### Signal wires on met1, run 1

(4 px per µm) Supply wires on this layer in grey.
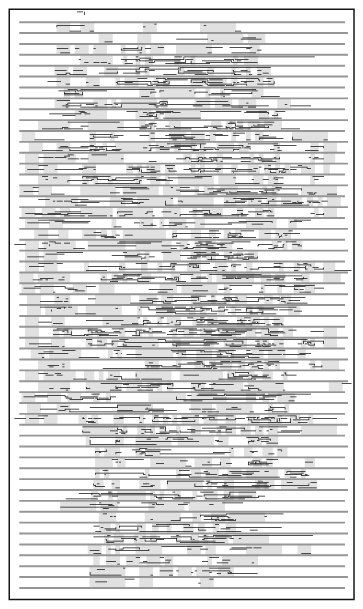
### Cells coloured by class, run 1

(3 px per µm)
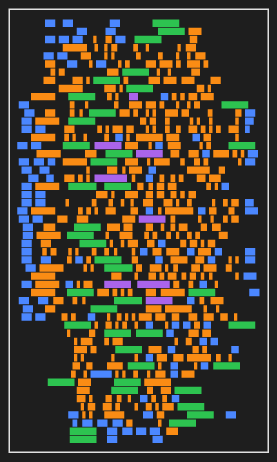
### Cell placement, run 1

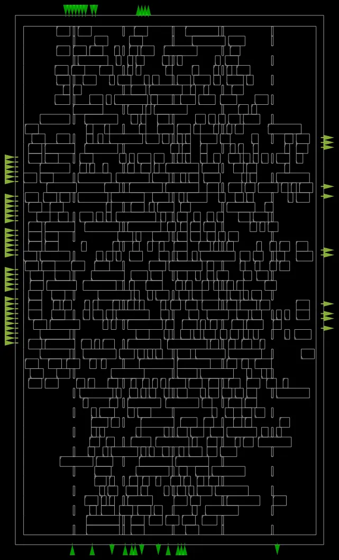
### Cell area per tile, run 1

(3 px per µm) The die is cut into 9 by 15 equal tiles; dark blue is low, red is high, 0 to 100% covered.
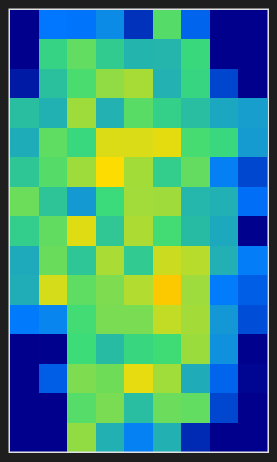
[src/rtl/alu_pkg.sv]
// Shared definitions for the sequential ALU: instruction class, opcodes,
// flag bit positions and controller states.
package alu_pkg;

    localparam logic [1:0] ALU_CLASS = 2'b00;

    typedef enum logic [3:0] {
        ADD_RR = 4'b0000,
        ADD_KA = 4'b0001,
        SUB_RR = 4'b0010,
        SUB_KA = 4'b0011,
        CMP_RR = 4'b0100,
        CMP_KA = 4'b0101,
        RLS    = 4'b0110,
        RRS    = 4'b0111,
        AND_RR = 4'b1000,
        AND_KA = 4'b1001,
        IOR_RR = 4'b1010,
        IOR_KA = 4'b1011,
        XOR_RR = 4'b1100,
        XOR_KA = 4'b1101,
        NOT_AB = 4'b1110,
        NOT_KA = 4'b1111
    } alu_op_e;

    localparam int FLG_Z = 3;
    localparam int FLG_N = 2;
    localparam int FLG_C = 1;
    localparam int FLG_V = 0;

    typedef enum logic [1:0] {
        ST_IDLE  = 2'd0,
        ST_SHIFT = 2'd1,
        ST_WB    = 2'd2
    } alu_state_e;

    // Odd opcodes take k and write A, except RRS which is a reg-reg shift.
    function automatic logic uses_imm(input alu_op_e op);
        return op[0] && (op != RRS);
    endfunction

    function automatic logic is_shift(input alu_op_e op);
        return (op == RLS) || (op == RRS);
    endfunction

endpackage

[src/rtl/alu_shift_unit.sv]
// Iterative logical shifter: loads an operand and amount, then moves one bit
// per cycle until the count is exhausted, remembering the last bit shifted out.
module alu_shift_unit #(
    parameter int DATA_W = 8,
    parameter int SHW    = $clog2(DATA_W)
) (
    input  logic              clk,
    input  logic              rst_n,
    input  logic              load,
    input  logic              dir_right,
    input  logic [SHW-1:0]    amount,
    input  logic [DATA_W-1:0] din,
    output logic              busy,
    output logic              last,
    output logic [DATA_W-1:0] result,
    output logic              carry_out
);

    logic [DATA_W-1:0] data_q, data_d;
    logic [SHW-1:0]    cnt_q, cnt_d;
    logic              carry_q, carry_d;

    always_comb begin
        data_d  = data_q;
        cnt_d   = cnt_q;
        carry_d = carry_q;
        if (load) begin
            data_d  = din;
            cnt_d   = amount;
            carry_d = 1'b0;
        end else if (cnt_q != '0) begin
            if (dir_right) begin
                carry_d = data_q[0];
                data_d  = data_q >> 1;
            end else begin
                carry_d = data_q[DATA_W-1];
                data_d  = data_q << 1;
            end
            cnt_d = cnt_q - 1'b1;
        end
    end

    always_ff @(posedge clk or negedge rst_n) begin
        if (!rst_n) begin
            data_q  <= '0;
            cnt_q   <= '0;
            carry_q <= 1'b0;
        end else begin
            data_q  <= data_d;
            cnt_q   <= cnt_d;
            carry_q <= carry_d;
        end
    end

    assign busy      = (cnt_q != '0);
    // The step taken in this cycle is the final one.
    assign last      = (cnt_q == SHW'(1));
    assign result    = data_q;
    assign carry_out = carry_q;

endmodule

[src/rtl/alu_seq.sv]
// Sequential register-file ALU: accepts one instruction per handshake, runs
// shifts iteratively, writes back through a one-hot strobe and keeps Z/N/C/V.
//
// state    | meaning
// ST_IDLE  | in_ready high, waiting for an instruction
// ST_SHIFT | shifter stepping one bit per cycle
// ST_WB    | write-back strobe, done pulse, flags loaded at end of cycle
module alu_seq
    import alu_pkg::*;
#(
    parameter int DATA_W = 8,
    parameter int NREGS  = 4
) (
    input  logic                           clk,
    input  logic                           rst_n,
    input  logic                           in_valid,
    output logic                           in_ready,
    input  logic [15:0]                    inst,
    input  logic [NREGS-1:0][DATA_W-1:0]   regs_oup,
    output logic [DATA_W-1:0]              regs_inp,
    output logic [NREGS-1:0]               regs_we,
    output logic [3:0]                     flags,
    output logic                           done,
    output logic                           err
);

    localparam int SHW = $clog2(DATA_W);
    localparam int MSB = DATA_W - 1;

    alu_state_e        state_q, state_d;
    alu_op_e           op_q, op_d;
    logic [1:0]        dst_q, dst_d;
    logic [DATA_W-1:0] a_q, a_d;
    logic [DATA_W-1:0] x_q, x_d;
    logic              err_q, err_d;
    logic [3:0]        flags_q, flags_d;

    logic              sh_load, sh_busy, sh_last, sh_carry;
    logic [DATA_W-1:0] sh_result;

    logic [DATA_W:0]   sum, diff;
    logic [DATA_W-1:0] res;
    logic              res_c, res_v, writes;

    alu_shift_unit #(.DATA_W(DATA_W), .SHW(SHW)) u_shift (
        .clk       (clk),
        .rst_n     (rst_n),
        .load      (sh_load),
        .dir_right (op_d == RRS),
        .amount    (x_d[SHW-1:0]),
        .din       (a_d),
        .busy      (sh_busy),
        .last      (sh_last),
        .result    (sh_result),
        .carry_out (sh_carry)
    );

    assign sum  = {1'b0, a_q} + {1'b0, x_q};
    assign diff = {1'b0, x_q} - {1'b0, a_q};

    always_comb begin
        res   = '0;
        res_c = 1'b0;
        res_v = 1'b0;
        case (op_q)
            ADD_RR, ADD_KA: begin
                res   = sum[MSB:0];
                res_c = sum[DATA_W];
                res_v = (a_q[MSB] == x_q[MSB]) && (res[MSB] != a_q[MSB]);
            end
            SUB_RR, SUB_KA, CMP_RR, CMP_KA: begin
                res   = diff[MSB:0];
                res_c = diff[DATA_W];
                res_v = (x_q[MSB] != a_q[MSB]) && (res[MSB] != x_q[MSB]);
            end
            RLS, RRS: begin
                res   = sh_result;
                res_c = sh_carry;
            end
            AND_RR, AND_KA: res = a_q & x_q;
            IOR_RR, IOR_KA: res = a_q | x_q;
            XOR_RR, XOR_KA: res = a_q ^ x_q;
            NOT_AB:         res = ~a_q;
            NOT_KA:         res = ~x_q;
            default:        res = '0;
        endcase
    end

    always_comb begin
        state_d = state_q;
        op_d    = op_q;
        dst_d   = dst_q;
        a_d     = a_q;
        x_d     = x_q;
        err_d   = err_q;
        flags_d = flags_q;
        sh_load = 1'b0;
        case (state_q)
            ST_IDLE: begin
                if (in_valid) begin
                    op_d  = alu_op_e'(inst[13:10]);
                    dst_d = uses_imm(op_d) ? inst[9:8] : inst[7:6];
                    a_d   = regs_oup[inst[9:8]];
                    x_d   = uses_imm(op_d) ? DATA_W'(inst[7:0]) : regs_oup[inst[7:6]];
                    err_d = (inst[15:14] != ALU_CLASS);
                    // Amount 0 shifts skip SHIFT; the loaded operand is the result.
                    if (!err_d && is_shift(op_d)) begin
                        sh_load = 1'b1;
                        state_d = (x_d[SHW-1:0] != '0) ? ST_SHIFT : ST_WB;
                    end else begin
                        state_d = ST_WB;
                    end
                end
            end
            ST_SHIFT: begin
                if (sh_last) state_d = ST_WB;
            end
            ST_WB: begin
                state_d = ST_IDLE;
                if (!err_q) begin
                    flags_d[FLG_Z] = (res == '0);
                    flags_d[FLG_N] = res[MSB];
                    flags_d[FLG_C] = res_c;
                    flags_d[FLG_V] = res_v;
                end
            end
            default: state_d = ST_IDLE;
        endcase
    end

    always_ff @(posedge clk or negedge rst_n) begin
        if (!rst_n) begin
            state_q <= ST_IDLE;
            op_q    <= ADD_RR;
            dst_q   <= '0;
            a_q     <= '0;
            x_q     <= '0;
            err_q   <= 1'b0;
            flags_q <= '0;
        end else begin
            state_q <= state_d;
            op_q    <= op_d;
            dst_q   <= dst_d;
            a_q     <= a_d;
            x_q     <= x_d;
            err_q   <= err_d;
            flags_q <= flags_d;
        end
    end

    assign writes   = !err_q && (op_q != CMP_RR) && (op_q != CMP_KA);
    assign in_ready = (state_q == ST_IDLE);
    assign done     = (state_q == ST_WB);
    assign err      = (state_q == ST_WB) && err_q;
    assign regs_we  = (done && writes) ? (NREGS'(1) << dst_q) : '0;
    assign regs_inp = (done && !err_q) ? res : '0;
    assign flags    = flags_q;

endmodule

[config.mk]
export PLATFORM = sky130hd
export DESIGN_NAME = alu_seq
export DESIGN_NICKNAME = d
export VERILOG_FILES = /design/src/rtl/alu_pkg.sv /design/src/rtl/alu_shift_unit.sv /design/src/rtl/alu_seq.sv
export SDC_FILE = /design/constraint.sdc
export NUM_CORES = 1
export LEC_CHECK = 0
export ABC_CLOCK_PERIOD_IN_PS = 3000
export CAP_MARGIN = 20
export CELL_PAD_IN_SITES_DETAIL_PLACEMENT = 1
export CELL_PAD_IN_SITES_GLOBAL_PLACEMENT = 2
export CORE_ASPECT_RATIO = 1.75
export CORE_MARGIN = 2
export CORE_UTILIZATION = 32
export CTS_BUF_LIST = sky130_fd_sc_hd__clkbuf_16
export DETAILED_ROUTE_END_ITERATION = 12
export HOLD_SLACK_MARGIN = 0.05
export MAX_ROUTING_LAYER = met4
export PLACE_DENSITY = 0.83
export SYNTH_ARGS = -nofsm -noshare
export SYNTH_HDL_FRONTEND = slang
export SYNTH_SLANG_ARGS = --single-unit
[constraint.sdc]
create_clock -name clk -period 3 [get_ports clk]
set_input_delay 0.3 -clock clk [delete_from_list [all_inputs] [get_ports clk]]
set_output_delay 0.3 -clock clk [all_outputs]
set_load 0.01 [all_outputs]
==> job_summary.md, run 1 <==
## Implementation flow summary

| Metric | Value |
|---|---|
| Result of the run | finished, final reports clean |
| Largest stage delay, worst path | 400 ps |
| MaxCap Viol Count | 0 |
| Number of post-CTS setup repair buffers | 1 |
| Fill cells | 1318 |
| Final worst path period share | 98.8% |
| Top cell family by delay on the critical path | AND-OR/OR-AND gates |
| Proportion of power drawn by combinational gates | 54.6% |
| Pwr top | combinational cells |
| Overall via count from detail_route | 3632 |
| Overall die height | 147 µm |
| Flip-flops with a built-in enable | 0 |
| Routed wl met2 | 6990 µm |
| Cell types with the largest area share after synthesis | sky130_fd_sc_hd__dfrtp_1 (27%), sky130_fd_sc_hd__ha_1 (9.0%), sky130_fd_sc_hd__mux4_2 (8.4%) |
| Met3 WL | 297 µm |
| Routed met1 length | 4750 µm |
| Number of max-slew violations in the final report | 0 |
| Part of the total power dissipated in sequential elements | 24.2% |
| Highest routed layer | met4 |
| Count of input and output buffers | 69 |
| Post-layout min period | 2970 ps |
| Cell area after technology mapping | 3750 µm² |
| Critical path start-end classification | reg -> out |
| Maximum number of pins on one net before global-route repair | 42 |
| Maximum clock insertion buffer count | 2 |
| Area Growth Syn to Fin | 36.8% |
| Relative slew slack | 58.1% |
| Power in the clock group | 0.728 mW |
| Routability-driven placement congestion ratio | 0.904 |
| Skew-Pair Late Insertion Delay | 290 ps |
| Xor and xnor fraction of the mapped netlist area | 2.57% |
| Crit end category | output pin |
| Starting utilization of the core area | 32.6% |
| Proportion of netlist area held by the largest area contributor | 27.4% |
| Clock tree from TritonCTS | done |
| Count of plain and timing-repair buffers | 109 |
| Mux frac, synth | 17.9% |
| Post-Synth Adder-Cell Area | 10.1% |
| Relative area of non-clock buffer cells in the final design | 19.5% |
| P_sw | 1.40 mW |
| Number of buffers added by the clock tree synthesis step | 5 |
| Combinational logic power | 1.87 mW |
| Drt total wl | 12400 µm |
| Commonest register cell after synthesis | sky130_fd_sc_hd__dfrtp_1 |
| Transition at the pin with the smallest max-transition slack | 627 ps |
| Distinct cells, synth | 56 |
| Die footprint | 12600 µm² |
| Global-route congestion overflow total | 0 |
| Number of placed cells counting well taps | 638 |
| Post-Place Setup Slack | -99.2 ps |
| Antenna diodes | 0 |
| # clk buffers | 5 |
| Length of the first detailed-routing pass in iterations | 6 |
| Number of warnings in the stage logs | 45 |
| Flip-flop and latch area | 1030 µm² |
| Top comb family, area | AND-OR/OR-AND gates |
| Peak fanout along the critical path | 3 |
| Via-to-Cell Ratio | 5.55 |
Back to the opening pictures, 'Signal wires on met1':
The layer carries 4750 µm of wire. The longest straight run is 35.9 µm.

Back to the opening pictures, 'Cells coloured by class':
clock drivers and dummy loads: in purple, cells 8. flops: in green, cells 41. other buffers and delay cells: in blue, cells 109. combinational and other logic: in orange, cells 361.

Back to the opening pictures, 'Cell placement':
core region area: 11500 µm²
std cell rows: 52
core utilization of the finished layout: 44.6%
non-filler instance count after layout: 654

Back to the opening pictures, 'Cell area per tile':
The densest ninth of the die: centre. The mean over all tiles is 39%. 0.70% of the tiles are over 75% full.

[run 1: layer usage]
layer  up-vias  GRT usage (%)
met5         -              -
met4         0           7.22
met3        20           1.74
met2        82           39.3
met1      1806           22.3
li1       1724              -
[run 1: registers in the layout (all words and copies together) (netlist names)]
name / flops
a_q: 8
dst_q: 2
err_q: 1
flags: 4
op_q: 4
state_q: 2
u_shift.carry_out: 1
u_shift.cnt_q: 3
u_shift.result: 8
x_q: 8
[run 1: worst paths after layout]
kind | endpoint | slack [ps] | cells past startpoint
max | regs_inp[7] | 30 | 10
min | state_q[0] | 350 | 2
max reg2reg | flags[1] | 330 | 11
min reg2reg | flags[2] | 480 | 2
max in group asynchronous | x_q[3] | 2200 | 3
min in group clk | flags[2] | 480 | 2
### Wires at chosen ports, followed through buffers, run 1

(2 px per µm)
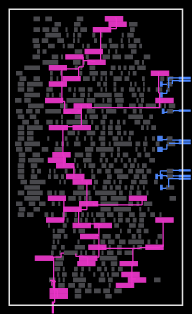

==> run 2, diff against run 1 <==
--- a/config.mk
+++ b/config.mk
@@ -5,18 +5,18 @@
 export SDC_FILE = /design/constraint.sdc
 export NUM_CORES = 1
 export LEC_CHECK = 0
-export ABC_CLOCK_PERIOD_IN_PS = 3000
+export ABC_CLOCK_PERIOD_IN_PS = 3800
 export CAP_MARGIN = 20
 export CELL_PAD_IN_SITES_DETAIL_PLACEMENT = 1
 export CELL_PAD_IN_SITES_GLOBAL_PLACEMENT = 2
 export CORE_ASPECT_RATIO = 1.75
 export CORE_MARGIN = 2
-export CORE_UTILIZATION = 32
+export CORE_UTILIZATION = 34
 export CTS_BUF_LIST = sky130_fd_sc_hd__clkbuf_16
 export DETAILED_ROUTE_END_ITERATION = 12
 export HOLD_SLACK_MARGIN = 0.05
 export MAX_ROUTING_LAYER = met4
-export PLACE_DENSITY = 0.83
+export PLACE_DENSITY = 0.88
 export SYNTH_ARGS = -nofsm -noshare
 export SYNTH_HDL_FRONTEND = slang
 export SYNTH_SLANG_ARGS = --single-unit
==> constraint.sdc (replaced) <==
create_clock -name clk -period 3.8 [get_ports clk]
set_input_delay 0.38 -clock clk [delete_from_list [all_inputs] [get_ports clk]]
set_output_delay 0.38 -clock clk [all_outputs]
set_load 0.01 [all_outputs]
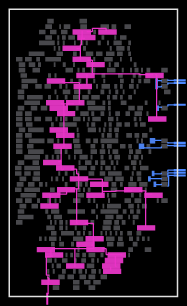
*Wires at chosen ports, followed through buffers, run 2*
(2 px per µm)
rst_n: in magenta, bits 1, direction input, end cells 41, buffers 1, wire 367 µm. regs_inp: in blue, bits 8, direction output, end cells 8, buffers 8, wire 78.1 µm.

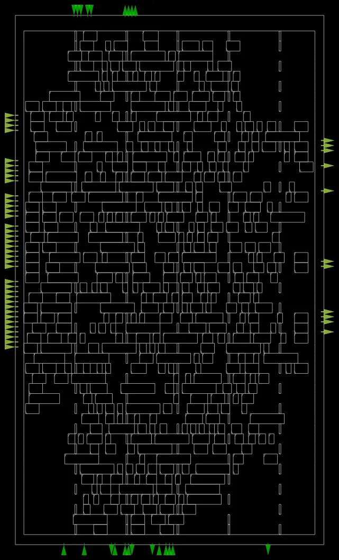
*Cell placement, run 2*
std cell rows: 50
core region area: 10700 µm²
sequential cell count: 41
Fill cells: 1247

==> run 2 against run 1 <==
Against the previous run:
- power fell by 33%
- final cell count fell by 5.5%
- via count shrank 4.0%
- register-to-register slack gained 720 ps
- synthesized cell count stayed put
- global-route usage is 0.078 points higher
- worst hold slack worse by 120 ps
- clock power shrank 42%
- count of clock-buffer cells in the layout did not move
- core utilization fell by 0.77 points
- non-clock buffer count down 31
- routed wire length shrank 5.1%
- critical path type unchanged
- critical endpoint unchanged
- largest cell class unchanged
==> job_summary.md, run 2 <==
## Implementation flow summary

| Metric | Value |
|---|---|
| Post-Synth Adder-Cell Area | 10.1% (unchanged) |
| Starting utilization of the core area | 35.1% (+2.5 points) |
| Number of warnings in the stage logs | 44 (-2.2%) |
| Distinct cells, synth | 56 (unchanged) |
| Commonest register cell after synthesis | sky130_fd_sc_hd__dfrtp_1 |
| # clk buffers | 5 (unchanged) |
| Die footprint | 11900 µm² (-5.7%) |
| Antenna diodes | 0 (unchanged) |
| Relative slew slack | 35.3% (-23 points) |
| Final worst path period share | 92.9% |
| Xor and xnor fraction of the mapped netlist area | 2.57% (unchanged) |
| Last element of the critical path | regs_inp[7] |
| Mux frac, synth | 17.9% (unchanged) |
| Number of post-CTS setup repair buffers | 0 (-1) |
| Count of input and output buffers | 69 (unchanged) |
| Count of plain and timing-repair buffers | 78 (-28%) |
| Cell area after technology mapping | 3750 µm² (unchanged) |
| Length of the first detailed-routing pass in iterations | 4 (-2) |
| Transition at the pin with the smallest max-transition slack | 971 ps (+344 ps) |
| Peak fanout along the critical path | 10 (+7) |
| Proportion of netlist area held by the largest area contributor | 27.4% (unchanged) |
| Global-route congestion overflow total | 0 (unchanged) |
| Top comb family, area | AND-OR/OR-AND gates |
| Result of the run | finished, final reports clean |
| Critical path depth | 10 (unchanged) |
| Worst r2r path cells | 9 (-2) |
| Area Growth Syn to Fin | 24.9% |
| Cell types with the largest area share after synthesis | sky130_fd_sc_hd__dfrtp_1 (27%), sky130_fd_sc_hd__ha_1 (9.0%), sky130_fd_sc_hd__mux4_2 (8.4%) |
| Routability-driven placement congestion ratio | 0.912 (+0.85%) |
| Maximum clock insertion buffer count | 2 (unchanged) |
| Number of buffers added by the clock tree synthesis step | 5 (unchanged) |
| Capturing point of the worst reg2reg path | flags[1] |
| Via-to-Cell Ratio | 5.64 (+1.6%) |
| Flop-to-flop setup slack | 1050 ps (+720 ps) |
| Drt total wl | 11800 µm (-5.1%) |
| Flip-flops with a built-in enable | 0 (unchanged) |
| Core utilization of the finished layout | 43.8% (-0.77 points) |
| Skew-Pair Late Insertion Delay | 290 ps (about the same) |
==> run 2: stage by stage <==
step	hold WS [ps]	setup WS [ps]	area, µm²	instances	power, mW
2_1_floorplan	84.4	1310	3750	428	1.48
3_3_place_gp	464	680	4540	609	1.83
3_5_place_dp	475	565	4540	609	1.89
4_1_cts	281	251	4680	617	2.31
5_1_grt	319	10.7	4680	618	2.49
6_report	228	270	4680	618	2.31
==> run 2: routing by layer <==
metal / global-route usage, % / vias up / wire length (µm)
li1: - / 1655 / -
met3: 2.54 / 24 / 404
met4: 9.32 / 0 / 445
met2: 40.0 / 93 / 6630
met1: 21.1 / 1714 / 4290
met5: - / - / 0
==> run 2: where the power goes <==
group          internal [mW]  switching (mW)
Combinational          0.541           0.689
Clock                  0.239           0.181
Sequential             0.535           0.123
Total                   1.31           0.993
No activity file was given, so power comes from the tool's default toggle rates.
